I/O nets highlighted:
Bar = 20 um.
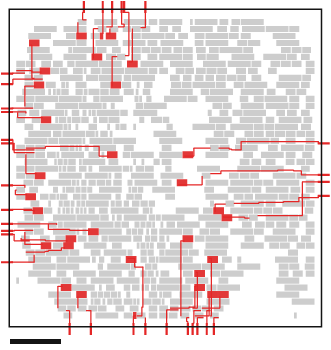
The metal 2 layer:
Bar = 20 um.
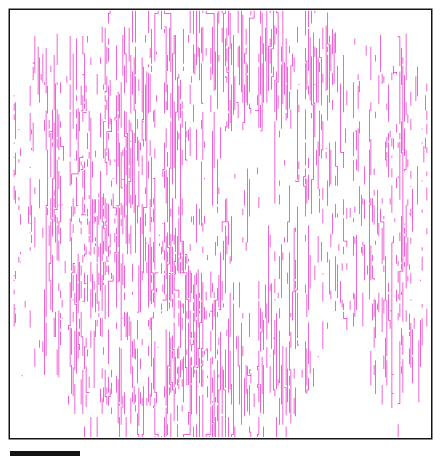
Cell outlines without signal wires:
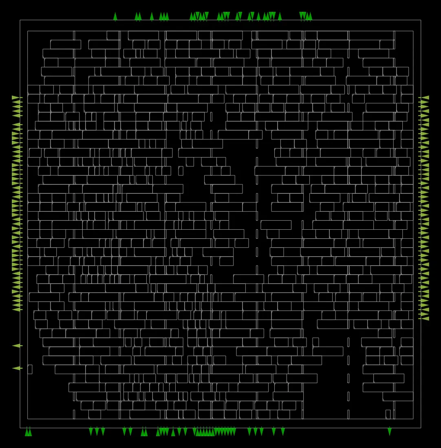
Routed metal, one color a layer:
Two of the layers only.
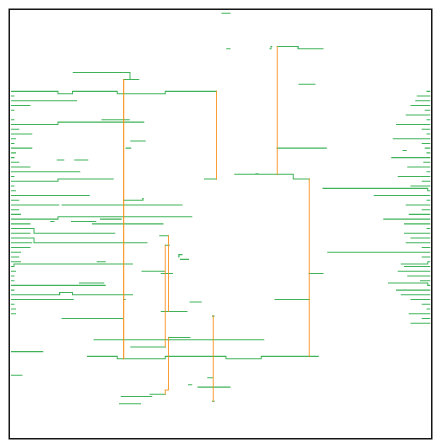
==> config.mk <==
export PLATFORM = sky130hd
export DESIGN_NAME = fetch_unit
export DESIGN_NICKNAME = d
export VERILOG_FILES = /design/src/rtl/fetch_unit.sv
export SDC_FILE = /design/constraint.sdc
export NUM_CORES = 1
export LEC_CHECK = 0
export CAP_MARGIN = 20
export CORE_AREA = 2 2 119 121
export DETAILED_ROUTE_END_ITERATION = 16
export DIE_AREA = 0 0 121 123
export PLACE_DENSITY = 0.85
export SLEW_MARGIN = 30
export SYNTH_ARGS = -nofsm -noshare
export SYNTH_HDL_FRONTEND = slang
export SYNTH_SLANG_ARGS = --single-unit
==> constraint.sdc <==
create_clock -name clk -period 13.16 [get_ports clk]
set_input_delay 1.316 -clock clk [delete_from_list [all_inputs] [get_ports clk]]
set_output_delay 1.316 -clock clk [all_outputs]
set_load 0.01 [all_outputs]
==> results_dict.tcl <==
# metrics dict for downstream scripts
set metrics [dict create \
    slew-limit-headroom 0.4049 \
    setup_viol 0 \
    cts_root_buf "clkbuf_16" \
    post_cts_buffers 0 \
    rows 43 \
    met1_usage 0.2963 \
    hpwl_mm 11.15 \
    drtPass1Iterations 5 \
    fp.dieH_um 123 \
    worstHoldPathCells 1 \
    yosysWarnings 0 \
    cts_htree_levels 4 \
    drcViolationCount 0 \
    cts_hold_buf 0 \
    rsz0062_at_grt "no" \
    netlist.area_leader.share 0.5403 \
    clkSinkCount 158 \
    critPathLaunchType "primary input" \
    topCombFamilyByArea "multiplexers" \
    end_kind "register" \
    mux_share 0.2876 \
    cp_num_cells 6 \
    chip_area_sq_um 14880 \
    p_leak_nw 3.834 \
    clk_pin_slew_ns 0.06 \
    regToRegSetupSlack_ns 10.60 \
    cts_buffer_depth 2 \
    fp-utilization 0.5376 \
    top_area_cell "dfrtp_1" \
    synth-edff-count 0 \
    cp_top_family "buffers and inverters" \
    ys_sh_simple 0.08429 \
    fmax_mhz 243.6 \
    synthCells 567 \
    post_cts_resized 0 \
    drv_cap 0 \
    ant_nets 0 \
    yosysCellCount 567 \
    yosys_area_sq_um 7318 \
    antenna_found_initial 0 \
    p_per_area_nw_per_um2 162.2 \
    finalSetupTns_ns 0 \
    grt_pass1_wl_mm 27.10 \
    critical-path-max-stage-delay_ns 0.70 \
    status "finished clean" \
    grt_pass1_vias 5325 \
    drt_iter0_drc 268 \
    clk_latency_ns 0.43 \
    crit_top_cell "buf_4" \
    period_used_share 0.3120 \
]
Notes on 'I/O nets highlighted' above:
legend:
  out_pc:
    color: red
    bits: 32
    direction: output
    end_cells: 32
    buffers: 30
    wire: 835 um
PortBufs: 158
Ports: 166

Notes on 'the metal 2 layer' above:
longest straight run: 47.4 um
main direction: vertical
share of all routed wire: 49%
nets with wire on the layer: 711
wire length on this layer: 8,260 um
GR Layer Usage met2: 0.3852
via count: 5,134

Notes on 'cell outlines without signal wires' above:
# Taps: 180
filler cell count: 928
Seq area share: 0.4133
core box area: 13,610 sq um
Seq cells: 158

Notes on 'routed metal, one color a layer' above:
legend:
  metal 3:
    color: green
    wire_length: 1,250 um
  metal 4:
    color: orange
    wire_length: 286 um
WL per Instance: 18.72 um
GRT Resource Usage Total: 0.2355
final wirelength: 16.94 mm

==> where the power goes <==
group          switching [W]  total, W  leakage (nW)  internal, W
Combinational       0.000163  0.000434          1.71     0.000271
Sequential         0.0000716  0.000666          1.85     0.000595
Clock               0.000184  0.000453         0.270     0.000269
==> metal layers <==
metal,part of all wire,vias to the layer above
met5,0,-
met4,0.017,0
met3,0.074,21
met2,0.49,186
met1,0.42,2588
li1,-,2339
==> synthesized netlist by cell type (all sizes together) (3+ instances only) <==
library cell	n
nand4	10
dfrtp	158
nand2b	3
nor2	20
nor4	6
or4	12
a21oi	3
mux2	186
buf	14
a211o	3
a31oi	13
or3	3
xnor2	10
o21ai	11
nand3	11
nor3	4
clkbuf	25
inv	9
o31a	3
nand2	29
o31ai	10
==> kinds of logic (layout without fill, tap and decap cells) <==
group	count (synthesis)	count (layout)
simple gates	114	114
other cells	1	5
compound gates	46	46
xor+xnor	12	12
fa+ha+maj	1	1
mux	187	187
flops	158	158
buf+inv	48	202
==> layout by cell type (no fill, tap or decap), types with 4 or more instances in the layout <==
cell type	n
a31oi_1	13
buf_4	6
clkbuf_16	17
clkdlybuf4s50_1	158
clkinv_2	6
conb_1	5
dfrtp_1	157
inv_1	8
mux2_2	186
nand2_1	29
nand3_1	11
nand4_1	9
nor2_1	20
nor4_1	4
o21ai_0	11
o31ai_1	10
or4_1	12
xnor2_1	10
==> through the flow <==
stage	hold slack (ns)	total power, W	area [sq um]	instances	util
finish	0.5002	0.001553	9570	905	0.7031
global route	0.5189	0.001630	9570	905	0.7031
CTS	0.5040	0.001566	9555	905	0.7020
detailed placement	0.4897	0.001108	9017	876	0.6625
global placement	0.4832	0.001084	9017	876	0.6625
floorplan	0.4750	0.0008983	7333	571	-
==> area by class of cell <==
type / instances / area (sq um)
fillers: 928 / 4041
flip-flops and latches: 158 / 3955
multi-input cells: 365 / 3184
repair buffers: 164 / 1627
clock buffers: 21 / 470.5
well taps: 180 / 225.2
clock inverters: 8 / 67.56
inverters: 9 / 41.29
==> worst register-to-register path: cells and delay by family, from the launching register on <==
family	cells	cell delay, ns
and+or+nand+nor	3	1.80
AOI/OAI and AO/OA	1	0.17
DFF	1	0.51
Power and IR drop assume default switching activity.
